Design gf8_poly_reduce, sky130hd; sources not shown.
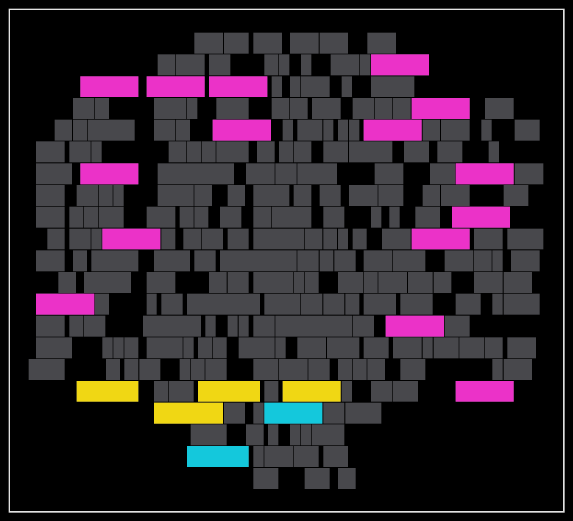
(images/registers.png)
Drawn at 8 px/um. Other cells in gray.
Cyan marks state, placed flops 2. Magenta marks acc, placed flops 15. Yellow marks cnt, placed flops 4.
Seq power: 548 uW
sequential share of cell area: 18.7%
Final Core Density: 62.1%

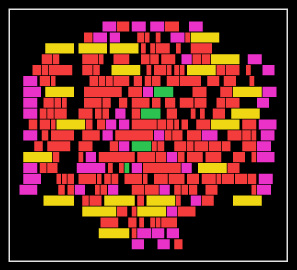
(images/cell_classes.png)
Drawn at 4 px/um.
Magenta marks other buffers and delay cells, cells 49. Red marks all other logic, cells 171. Yellow marks flip-flops, cells 21. Green marks clock drivers and dummy loads, cells 4.
Rows: 21
core footprint: 0.00368 mm2
Layout Cell Area excl Fill: 0.00228 mm2

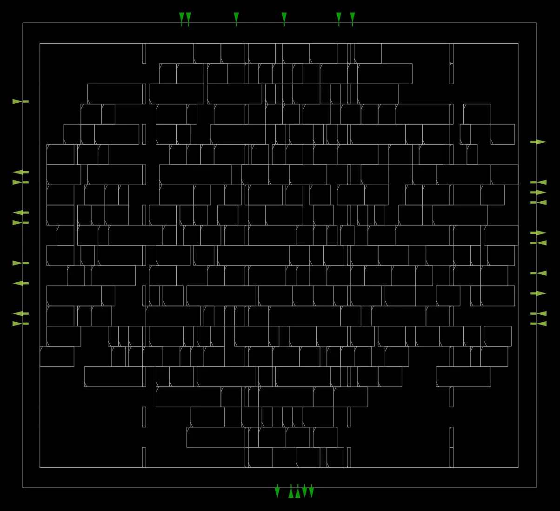
(images/final_placement.png)
fillers: 321
tap cells: 46
seq_cells: 21
Final Non-Filler Cells: 291

==> results.yml <==
# implementation run metrics
clock_tree:
  htreeDepth: 1
  ctsHoldBuffers: 0
  cts_resized: 16
  cts_sinks: 21
  clk_latency_ps: 260
  cts_buffers: 3
  cts_tree: "built"
  clockBufferDepth: 2
detailed_routing:
  post_drt_wl_per_cell_um: 15.6
  ant_nets: 0
  wl_um: 4550
  drtIter0Drc: 77
  vias: 1644
  drc_errors: 0
  met2WireLength_um: 2180
  drt-met1-wl_um: 2020
  wl_met3_um: 264
final_layout:
  regArea_um2: 428
  area_growth_pct: 24.6
  nets: 271
  layout.area.comb_mm2: 0.00127
  largest_reg_flops: 15
placed_design:
  dp_cells: 285
  place_hpwl_um: 3120
  dpl_cell_area_mm2: 0.00215
  io_buffers: 29
power_and_ir_drop:
  seqPwrFrac_pct: 35.3
  irDropWorstVdd_mv: 0.274
  intPower_uw: 980
  power_switching_share_pct: 36.8
  pg_comb_uw: 719
  clock_net_power_uw: 283
  clock_power_share_pct: 18.3
  power.net_switching_uw: 570
  leakage_uw: 0.00101
grt:
  gr-usage-all-layers_pct: 20.7
  grt_max_degree: 29
  grt_use_met2_pct: 34.0
  overflow: 0
  gr-usage-met3_pct: 3.23
  grt_pass1_wl_um: 7460
  grt.busiest_layer: "met2"
logic_synthesis:
  syn_inst: 216
  top_cell_area_share_pct: 22.9
  ys_area_mm2: 0.00183
  ys_warn_count: 0
  synth-edff-count: 0
  most_common_cell: "nor2_1"
  synth_area_mm2: 0.00183
  yosys_most_used_dff: "dfxtp_1"
  yosys_cells: 216
  ys_seq_share_pct: 22.9
  ys_types: 51
  ys_top_cells_by_area: "dfxtp_1, mux2i_1, nand2b_1"
  ys_ff: 21
  floorplan.nets: 241
critical_path:
  crit_cells: 7
  end_kind: "flop"
  reg2regPathDepth: 7
  cp_cell_sequence: "inv_2 -> ha_4 -> nor2b_2 -> o31ai_2 -> nor2_1 -> a2111oi_2 -> mux2_4"
  r2r_slack_ps: 120
  cpPeakStageDelay_ps: 370
  timing_worst_setup_path_type: "reg -> reg"
  worstPathRequired_ps: 2210
  cp_max_fo: 4
  crit_buf_inv: 1
timing:
  max-slew-margin-rel_pct: 74.9
  finalClockSkew_ps: 5.65
  hold_violations: 0
  fin_ws_ps: 116
  setup_tns_ps: 0
  fmax_mhz: 531
  rsz0062_at_grt: "true"
  drv_slew: 0
  period_needed_ps: 1880
  setup_viol: 0
hold_path:
  hold_depth: 2
job:
  openroad.warnings: 32
  max_cap_viol_count: 0
floorplanning:
  die_h_um: 62.6
  initial_utilization_pct: 49.8
  die_x_um: 69.1
  io_pins: 30
run_status:
  outcome: "completed"
logic make-up (layout without fill, tap and decap cells):
family / Yosys count / after routing / share of synthesized area (%)
and+or+nand+nor: 78 / 78 / 22.2
AOI/OAI and AO/OA: 48 / 49 / 20.8
buffers and inverters: 32 / 60 / 12.2
muxes: 24 / 24 / 14.5
DFF: 21 / 21 / 22.9
xor gates and xnor gates: 7 / 7 / 3.34
adders and majority gates: 6 / 6 / 4.10
cell type report:
| cell class | count | area share, % |
|---|---|---|
| flip-flops and latches | 21 | 18.7 |
| inverters | 7 | 1.15 |
| multi-input cells | 164 | 55.4 |
| repair buffers | 49 | 20.2 |
| clock buffers | 4 | 1.97 |
| well taps | 46 | 2.52 |
Power is estimated from default activity; no workload was simulated.
